File: config.mk
export PLATFORM = sky130hd
export DESIGN_NAME = uart_rx_cfg
export DESIGN_NICKNAME = d
export VERILOG_FILES = /design/src/rtl/uart_rx_cfg.sv
export SDC_FILE = /design/constraint.sdc
export NUM_CORES = 1
export LEC_CHECK = 0
export CORE_MARGIN = 1
export CORE_UTILIZATION = 55
export DETAILED_ROUTE_END_ITERATION = 12
export GPL_TIMING_DRIVEN = 1
export HOLD_SLACK_MARGIN = 0.12
export PLACE_DENSITY = 0.76
export SLEW_MARGIN = 25
export SYNTH_ARGS = -nofsm -noshare
export SYNTH_HDL_FRONTEND = slang
export SYNTH_SLANG_ARGS = --single-unit
File: constraint.sdc
create_clock -name clkx16 -period 2.25 [get_ports clkx16]
set_input_delay 0.45 -clock clkx16 [delete_from_list [all_inputs] [get_ports clkx16]]
set_output_delay 0.45 -clock clkx16 [all_outputs]
set_load 0.02 [all_outputs]
File: src/rtl/uart_rx_cfg.sv
// Configurable UART receiver sampling at 16x the bit rate.
// Majority-votes samples 7/8/9 of each bit window; reports data, parity and framing events as one-cycle pulses.
module uart_rx_cfg #(
    parameter int DATA_BITS = 8,
    parameter int PARITY    = 0,
    parameter int STOP_BITS = 1,
    parameter int LSB_FIRST = 1
) (
    input  logic                 clkx16,
    input  logic                 reset,
    input  logic                 rx,
    output logic [DATA_BITS-1:0] data,
    output logic                 valid,
    output logic                 parity_err,
    output logic                 frame_err,
    output logic                 busy
);

    if (DATA_BITS < 5 || DATA_BITS > 9) begin : g_bad_data_bits
        $error("uart_rx_cfg: DATA_BITS must be in 5..9");
    end
    if (PARITY < 0 || PARITY > 2) begin : g_bad_parity
        $error("uart_rx_cfg: PARITY must be 0, 1 or 2");
    end
    if (STOP_BITS != 1 && STOP_BITS != 2) begin : g_bad_stop_bits
        $error("uart_rx_cfg: STOP_BITS must be 1 or 2");
    end
    if (LSB_FIRST != 0 && LSB_FIRST != 1) begin : g_bad_lsb_first
        $error("uart_rx_cfg: LSB_FIRST must be 0 or 1");
    end

    typedef enum logic [2:0] {
        IDLE, START, DATA, PAR, STOP, WAIT_IDLE
    } state_t;

    localparam logic [3:0] LAST_DATA = 4'(DATA_BITS - 1);
    localparam logic [3:0] LAST_STOP = 4'(STOP_BITS - 1);
    localparam bit         ODD_PAR   = (PARITY == 1);

    function automatic logic majority3(input logic a, input logic b, input logic c);
        return (a & b) | (a & c) | (b & c);
    endfunction

    logic                 sync1, rxs;
    state_t               state, state_d;
    logic [3:0]           cnt, cnt_d;
    logic [3:0]           bit_cnt, bit_cnt_d;
    logic [1:0]           samp, samp_d;
    logic                 maj, maj_d;
    logic [DATA_BITS-1:0] shreg, shreg_d;
    logic                 perr_lat, perr_lat_d;
    logic                 fault, fault_d;
    logic [DATA_BITS-1:0] data_d;
    logic                 valid_d, perr_d, ferr_d;
    logic                 stop_fault;
    int                   pos;

    always_ff @(posedge clkx16 or posedge reset) begin
        if (reset) begin
            sync1 <= 1'b1;
            rxs   <= 1'b1;
        end else begin
            sync1 <= rx;
            rxs   <= sync1;
        end
    end

    always_ff @(posedge clkx16 or posedge reset) begin
        if (reset) begin
            state      <= IDLE;
            cnt        <= '0;
            bit_cnt    <= '0;
            samp       <= '0;
            maj        <= 1'b0;
            shreg      <= '0;
            perr_lat   <= 1'b0;
            fault      <= 1'b0;
            data       <= '0;
            valid      <= 1'b0;
            parity_err <= 1'b0;
            frame_err  <= 1'b0;
        end else begin
            state      <= state_d;
            cnt        <= cnt_d;
            bit_cnt    <= bit_cnt_d;
            samp       <= samp_d;
            maj        <= maj_d;
            shreg      <= shreg_d;
            perr_lat   <= perr_lat_d;
            fault      <= fault_d;
            data       <= data_d;
            valid      <= valid_d;
            parity_err <= perr_d;
            frame_err  <= ferr_d;
        end
    end

    always_comb begin
        state_d    = state;
        cnt_d      = cnt + 4'd1;
        bit_cnt_d  = bit_cnt;
        samp_d     = samp;
        maj_d      = maj;
        shreg_d    = shreg;
        perr_lat_d = perr_lat;
        fault_d    = fault;
        data_d     = data;
        valid_d    = 1'b0;
        perr_d     = 1'b0;
        ferr_d     = 1'b0;
        stop_fault = fault | ~maj;
        pos        = (LSB_FIRST != 0) ? int'(bit_cnt) : DATA_BITS - 1 - int'(bit_cnt);

        // The vote is settled at count 9; every state acts on it at count 15.
        if (state != IDLE && state != WAIT_IDLE) begin
            if (cnt == 4'd7) samp_d[0] = rxs;
            if (cnt == 4'd8) samp_d[1] = rxs;
            if (cnt == 4'd9) maj_d = majority3(samp[0], samp[1], rxs);
        end

        case (state)
            IDLE: begin
                cnt_d     = '0;
                bit_cnt_d = '0;
                if (!rxs) begin
                    state_d    = START;
                    perr_lat_d = 1'b0;
                    fault_d    = 1'b0;
                end
            end
            START: begin
                if (cnt == 4'd15) begin
                    bit_cnt_d = '0;
                    state_d   = maj ? IDLE : DATA;
                end
            end
            DATA: begin
                if (cnt == 4'd15) begin
                    for (int i = 0; i < DATA_BITS; i++) begin
                        if (i == pos) shreg_d[i] = maj;
                    end
                    if (bit_cnt == LAST_DATA) begin
                        bit_cnt_d = '0;
                        state_d   = (PARITY != 0) ? PAR : STOP;
                    end else begin
                        bit_cnt_d = bit_cnt + 4'd1;
                    end
                end
            end
            PAR: begin
                if (cnt == 4'd15) begin
                    perr_lat_d = maj != ((^shreg) ^ ODD_PAR);
                    bit_cnt_d  = '0;
                    state_d    = STOP;
                end
            end
            STOP: begin
                if (cnt == 4'd15) begin
                    if (bit_cnt == LAST_STOP) begin
                        if (stop_fault) begin
                            ferr_d  = 1'b1;
                            state_d = WAIT_IDLE;
                        end else begin
                            data_d  = shreg;
                            valid_d = 1'b1;
                            perr_d  = perr_lat;
                            state_d = IDLE;
                        end
                    end else begin
                        fault_d   = stop_fault;
                        bit_cnt_d = bit_cnt + 4'd1;
                    end
                end
            end
            WAIT_IDLE: begin
                cnt_d = '0;
                if (rxs) state_d = IDLE;
            end
            default: state_d = IDLE;
        endcase
    end

    assign busy = (state != IDLE);

endmodule

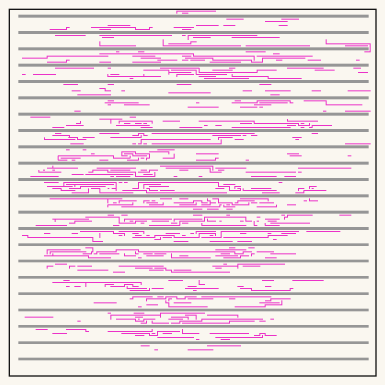
Fig. 1. M1 wires (run 1).
Drawn at 6 px/um. Supply wires on this layer in gray.
175 nets have wire on it. The layer holds 47% of the routed length. The longest straight run is 17.0 um.

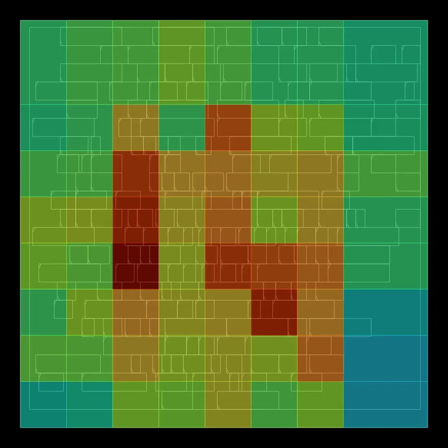
Fig. 2. Congestion heat map (run 1).
Post-Route Utilization: 0.656
GRT Util Overall: 0.217

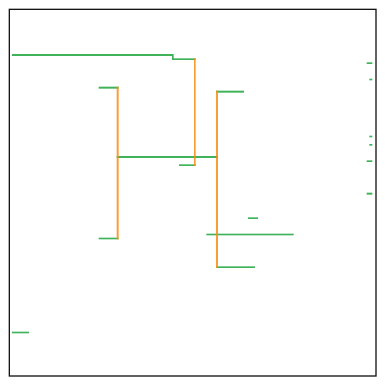
Fig. 3. Wiring by layer (run 1).
Drawn at 6 px/um. Two of the layers only.
M3: marked green, wire length 87.6 um. M4: marked orange, wire length 72.1 um.

==> impl_metrics.env, run 1 <==
# yosys + openroad results
export IMPL_synth_area_yosys_sq_mm=0.00191
export IMPL_power_density_mw_per_mm2=900
export IMPL_drc=0
export IMPL_grt_pass1_wl_mm=5.69
export IMPL_drive_gt1_frac=0.225
export IMPL_period_needed_ps=2040
export IMPL_ys_flop_type="dfrtp_1"
export IMPL_floorplan_nets=179
export IMPL_wl_mm=3.46
export IMPL_top_area_frac=0.459
export IMPL_synth_area_sq_mm=0.00191
export IMPL_rr_endpoint="data[0]"
export IMPL_p_leak_uw=0.000990
export IMPL_cts_resized=0
export IMPL_path_clk_slew_ps=120
export IMPL_syn_avg_cell_area_sq_um=11.3
export IMPL_critPathSlowestCell="dfrtp_1"
export IMPL_drtIter0Drc=41
export IMPL_fp_util=0.571
export IMPL_tightestPinTransition_ps=470
export IMPL_synth_edff_count=0
export IMPL_via_per_inst=5.61
export IMPL_r2r_start="bit_cnt[0]"
export IMPL_synth_logic_top_family="simple AND/OR/NAND/NOR gates"
export IMPL_yosys_stat_seqShare=0.487
export IMPL_switching_share=0.334
export IMPL_diodes=0
export IMPL_die_y_um=60.9
export IMPL_grt_pass1_vias=1244
export IMPL_htreeDepth=2
export IMPL_cts_buffers=5
export IMPL_crit_chain="inv_1, ha_1, nor3b_2, nand4_1, or2_1, mux2_2"
export IMPL_rsz0062_at_grt="false"
export IMPL_top_cells_by_area="dfrtp_1 46%, mux2_2 12%, ha_1 4.6%"
export IMPL_globalplace_congestion=0.815
export IMPL_ys_sh_simple=0.174
export IMPL_io_buffers=14
export IMPL_chip_area_sq_mm=0.00371
export IMPL_post_dp_hpwl_mm=2.50
export IMPL_vias=1306
export IMPL_hold_violations=0
export IMPL_cts_setup_buffers=0
export IMPL_r2r_setup_slack_ps=210
export IMPL_clockBufferDepth=2
export IMPL_ys_ff=37
export IMPL_clock_sinks=37
export IMPL_syn2layout_area_growth_pct=14.8
export IMPL_clockPowerShare=0.251
export IMPL_outcome="completed"
export IMPL_final_area_sq_mm=0.00219
export IMPL_layout_nets=196
export IMPL_synth_async_sr_flop_share=1.00
export IMPL_fin_crit_sh=0.905
export IMPL_critPathKind="flip-flop to flip-flop"
export IMPL_setup_tns_ps=0
export IMPL_mux_area_frac=0.118
export IMPL_setup_violations=0
export IMPL_holdWs_ps=361
export IMPL_p_comb_frac=0.285
export IMPL_post_dp_cell_area_sq_mm=0.00209
export IMPL_hold_start="sync1"
export IMPL_final_common_cell="dfrtp_1"
export IMPL_slowest_delay_ps=430
export IMPL_worst_setup_path_start_kind="flip-flop"
export IMPL_placementRows=21
export IMPL_path_depth=6
export IMPL_top_area_cell="dfrtp_1"
export IMPL_clock_latency_ps=360
export IMPL_crit_arrival_ps=2290
export IMPL_hold_path_depth=0
export IMPL_ir_drop_uv=563
export IMPL_path_max_fanout=10
export IMPL_yosysWarnings=0
export IMPL_ys_cells=169
export IMPL_seqPwrFrac=0.464
export IMPL_relSlewSlack=0.687
export IMPL_cts_root_buf="clkbuf_4"
export IMPL_synthCells=169
export IMPL_worst_path_buf_inv=1
export IMPL_endpoint_kind="flip-flop"
export IMPL_hold_end="rxs"
export IMPL_ctsHoldBuffers=0
export IMPL_xor_share=0.0531
export IMPL_skew_ps=12.0
export IMPL_cap_violations=0
run 1: layout make-up:
cell class / count / area (sq um) / share of cell area
clock buffers: 6 / 51.3 / 0.0234
clock inverters: 2 / 37.5 / 0.0172
inverters: 8 / 30.0 / 0.0137
multi-input cells: 115 / 902 / 0.412
flip-flops and latches: 37 / 930 / 0.425
well taps: 46 / 57.6 / 0.0263
repair buffers: 19 / 180 / 0.0823
run 1: metrics by stage:
step            util  total power, uW  instances
2_1_floorplan      -             1350        169
3_3_place_gp   0.627             1450        225
3_5_place_dp   0.627             1490        225
4_1_cts        0.653             1980        233
5_1_grt        0.656             2090        233
6_report       0.656             1970        233
run 1: power groups by stage:
stage	clock [uW]	sequential, uW	combinational [uW]
after floorplan	0	848	505
after global placement	0	914	532
final	494	915	562
after CTS	502	912	563
after global routing	522	936	632
after detailed placement	0	925	562
run 1: sequential cells by signal, indices dropped and copies added, names as in the netlist:
| register | cells |
|---|---|
| rxs | 1 |
| parity_err | 1 |
| samp | 2 |
| data | 8 |
| fault | 1 |
| shreg | 8 |
| frame_err | 1 |
| perr_lat | 1 |
| valid | 1 |
| maj | 1 |
| bit_cnt | 4 |
| cnt | 4 |
| state | 3 |
| sync1 | 1 |
run 1: metal layers:
layer	global-route usage	share of wire
met5	0	0
met4	0.0909	0.021
met3	0.0448	0.025
met2	0.341	0.48
met1	0.294	0.47
run 1: worst max-delay path by stage:
stage	start	to	slack (ps)
floorplan	bit_cnt[0]	data[0]	430
global placement	bit_cnt[0]	data[6]	270
detailed placement	bit_cnt[0]	data[3]	140
CTS	state[1]	busy	7
global route	bit_cnt[0]	data[0]	90
finish	bit_cnt[0]	data[0]	210
Fig. 4: run 1, close-up of the layout
Window x 15 to 45, y 28 to 58 um. Cells in gray, sequential cells in the stronger gray; small squares are vias.
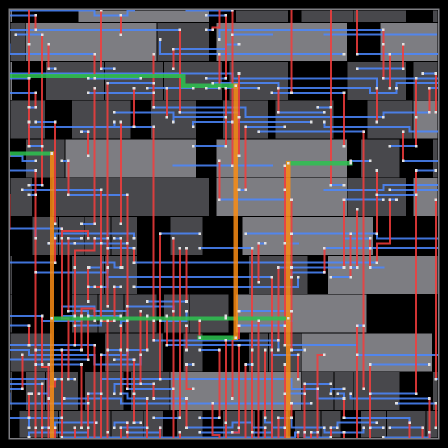

==> inputs of run 2 (changes only) <==
--- a/config.mk
+++ b/config.mk
@@ -5,12 +5,14 @@
 export SDC_FILE = /design/constraint.sdc
 export NUM_CORES = 1
 export LEC_CHECK = 0
+export CELL_PAD_IN_SITES_DETAIL_PLACEMENT = 1
+export CELL_PAD_IN_SITES_GLOBAL_PLACEMENT = 2
 export CORE_MARGIN = 1
-export CORE_UTILIZATION = 55
+export CORE_UTILIZATION = 38
 export DETAILED_ROUTE_END_ITERATION = 12
 export GPL_TIMING_DRIVEN = 1
 export HOLD_SLACK_MARGIN = 0.12
-export PLACE_DENSITY = 0.76
+export PLACE_DENSITY_LB_ADDON = 0.1
 export SLEW_MARGIN = 25
 export SYNTH_ARGS = -nofsm -noshare
 export SYNTH_HDL_FRONTEND = slang
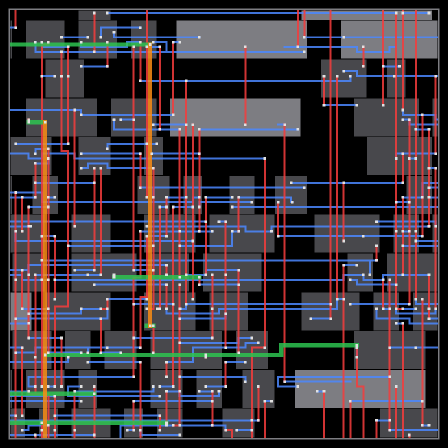
Fig. 5. Close-up of the layout (run 2).
Window x 21 to 51, y 36 to 66 um. Cells in gray, sequential cells in the stronger gray; small squares are vias.
M4: marked orange. M3: marked green. M2: marked red. M1: marked blue.
Most frequent: nand3_1 (7), dfrtp_1 (4), clkbuf_8 (4). Netlist names of flops here include `bit_cnt` (3), `shreg` (1). Sequential cells in the window: 4. 58 logic cells have their middle in the window.

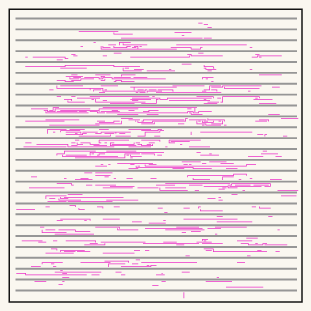
Fig. 6. M1 wires (run 2).
Drawn at 4 px/um. Supply wires on this layer in gray.
The wires run mostly horizontal. The layer holds 46% of the routed length. The layer carries 1,830 um of wire. 170 nets have wire on it. The longest straight run is 25.3 um.

==> run 2 against run 1 <==
Against the previous run: clock skew decreased by 3.0 ps; cell count increased by 9.0%; via count decreased by 0.61%; register-to-register slack about the same; critical path depth decreased by 4; global-route usage decreased by 4.2 points; worst setup slack got worse by 140 ps; wire length increased by 16%; combinational power increased by 3%; highest routed layer unchanged.
==> impl_metrics.env, run 2 <==
# yosys + openroad results
export IMPL_cts_resized=0
export IMPL_syn2layout_area_growth_pct=16.2
export IMPL_path_clk_slew_ps=70
export IMPL_cts_setup_buffers=0
export IMPL_drc=0
export IMPL_critPathSlowestCell="clkdlybuf4s50_1"
export IMPL_combGateArea_sq_um=902
export IMPL_clock_latency_ps=290
export IMPL_top_cells_by_area="dfrtp_1 46%, mux2_2 12%, ha_1 4.6%"
export IMPL_synth_async_sr_flop_share=1.00
export IMPL_yosysWarnings=0
export IMPL_synth_edff_count=0
export IMPL_setup_violations=0
export IMPL_drive_gt1_frac=0.214
export IMPL_top_area_cell="dfrtp_1"
export IMPL_crit_chain="or3_1, clkdlybuf4s50_1"
export IMPL_wl_mm=4.00
export IMPL_path_max_fanout=11
export IMPL_final_common_cell="dfrtp_1"
export IMPL_skew_ps=9.02
export IMPL_p_leak_uw=0.000989
export IMPL_vias=1298
export IMPL_slowest_delay_ps=550
export IMPL_cts_buffers=5
export IMPL_diodes=0
export IMPL_grt_pass1_wl_mm=6.83
export IMPL_floorplan_nets=179
export IMPL_post_dp_cell_area_sq_mm=0.00212
export IMPL_outcome="completed"
export IMPL_setup_tns_ps=0
export IMPL_postLayoutCoreUtil=0.463
export IMPL_drtIter0Drc=41
export IMPL_path_depth=2
export IMPL_hold_path_depth=0
export IMPL_rsz0062_at_grt="false"
export IMPL_cap_violations=0
export IMPL_ir_drop_uv=392
export IMPL_ys_flop_type="dfrtp_1"
export IMPL_globalplace_congestion=0.776
export IMPL_crit_arrival_ps=1730
export IMPL_via_per_inst=5.11
[run 2: cell counts after synthesis]
Identical to the previous run, type by type.
[run 2: cell families after synthesis]
| logic type | after synthesis | synth area share |
|---|---|---|
| and+or+nand+nor | 56 | 0.174 |
| DFF | 37 | 0.487 |
| AOI/OAI and AO/OA | 21 | 0.0741 |
| muxes | 20 | 0.118 |
| buffers and inverters | 17 | 0.0427 |
| xor gates and xnor gates | 10 | 0.0532 |
| adders and majority gates | 8 | 0.0512 |
[run 2: per-stage QoR]
| stage | total power [uW] | cells |
|---|---|---|
| after floorplan | 1350 | 169 |
| after global placement | 1490 | 246 |
| after detailed placement | 1510 | 246 |
| after CTS | 2020 | 254 |
| after global routing | 2130 | 254 |
| final | 1980 | 254 |
[run 2: path summary, 6_finish.rpt]
check	startpoint	endpoint	slack (ps)
max reg2reg	bit_cnt[0]	data[5]	220
max	state[1]	busy	70
min reg2reg	sync1	rxs	360
min	sync1	rxs	360
max in group asynchronous	reset	rxs	1320
min in group asynchronous	reset	shreg[2]	570
[run 2: layer usage]
layer / GRT usage / vias up / part of all wire
li1: - / 623 / -
met1: 0.216 / 643 / 0.46
met2: 0.291 / 25 / 0.50
met3: 0.0414 / 7 / 0.027
met4: 0.0784 / 0 / 0.019
met5: 0 / - / 0
[run 2: power by group]
group	total (uW)	leakage, uW	internal [uW]	switching (uW)
Clock	482	0.0000445	249	233
Combinational	577	0.000454	283	294
Sequential	922	0.000490	766	157
[run 2: cell type report]
class	count	share of cell area
clock buffer	7	0.0390
clock inverter	1	0.00339
inverter	8	0.0136
multi-input combinational	115	0.407
sequential	37	0.419
tap	67	0.0378
timing repair buffer	19	0.0802
Power is estimated from default activity; no workload was simulated.
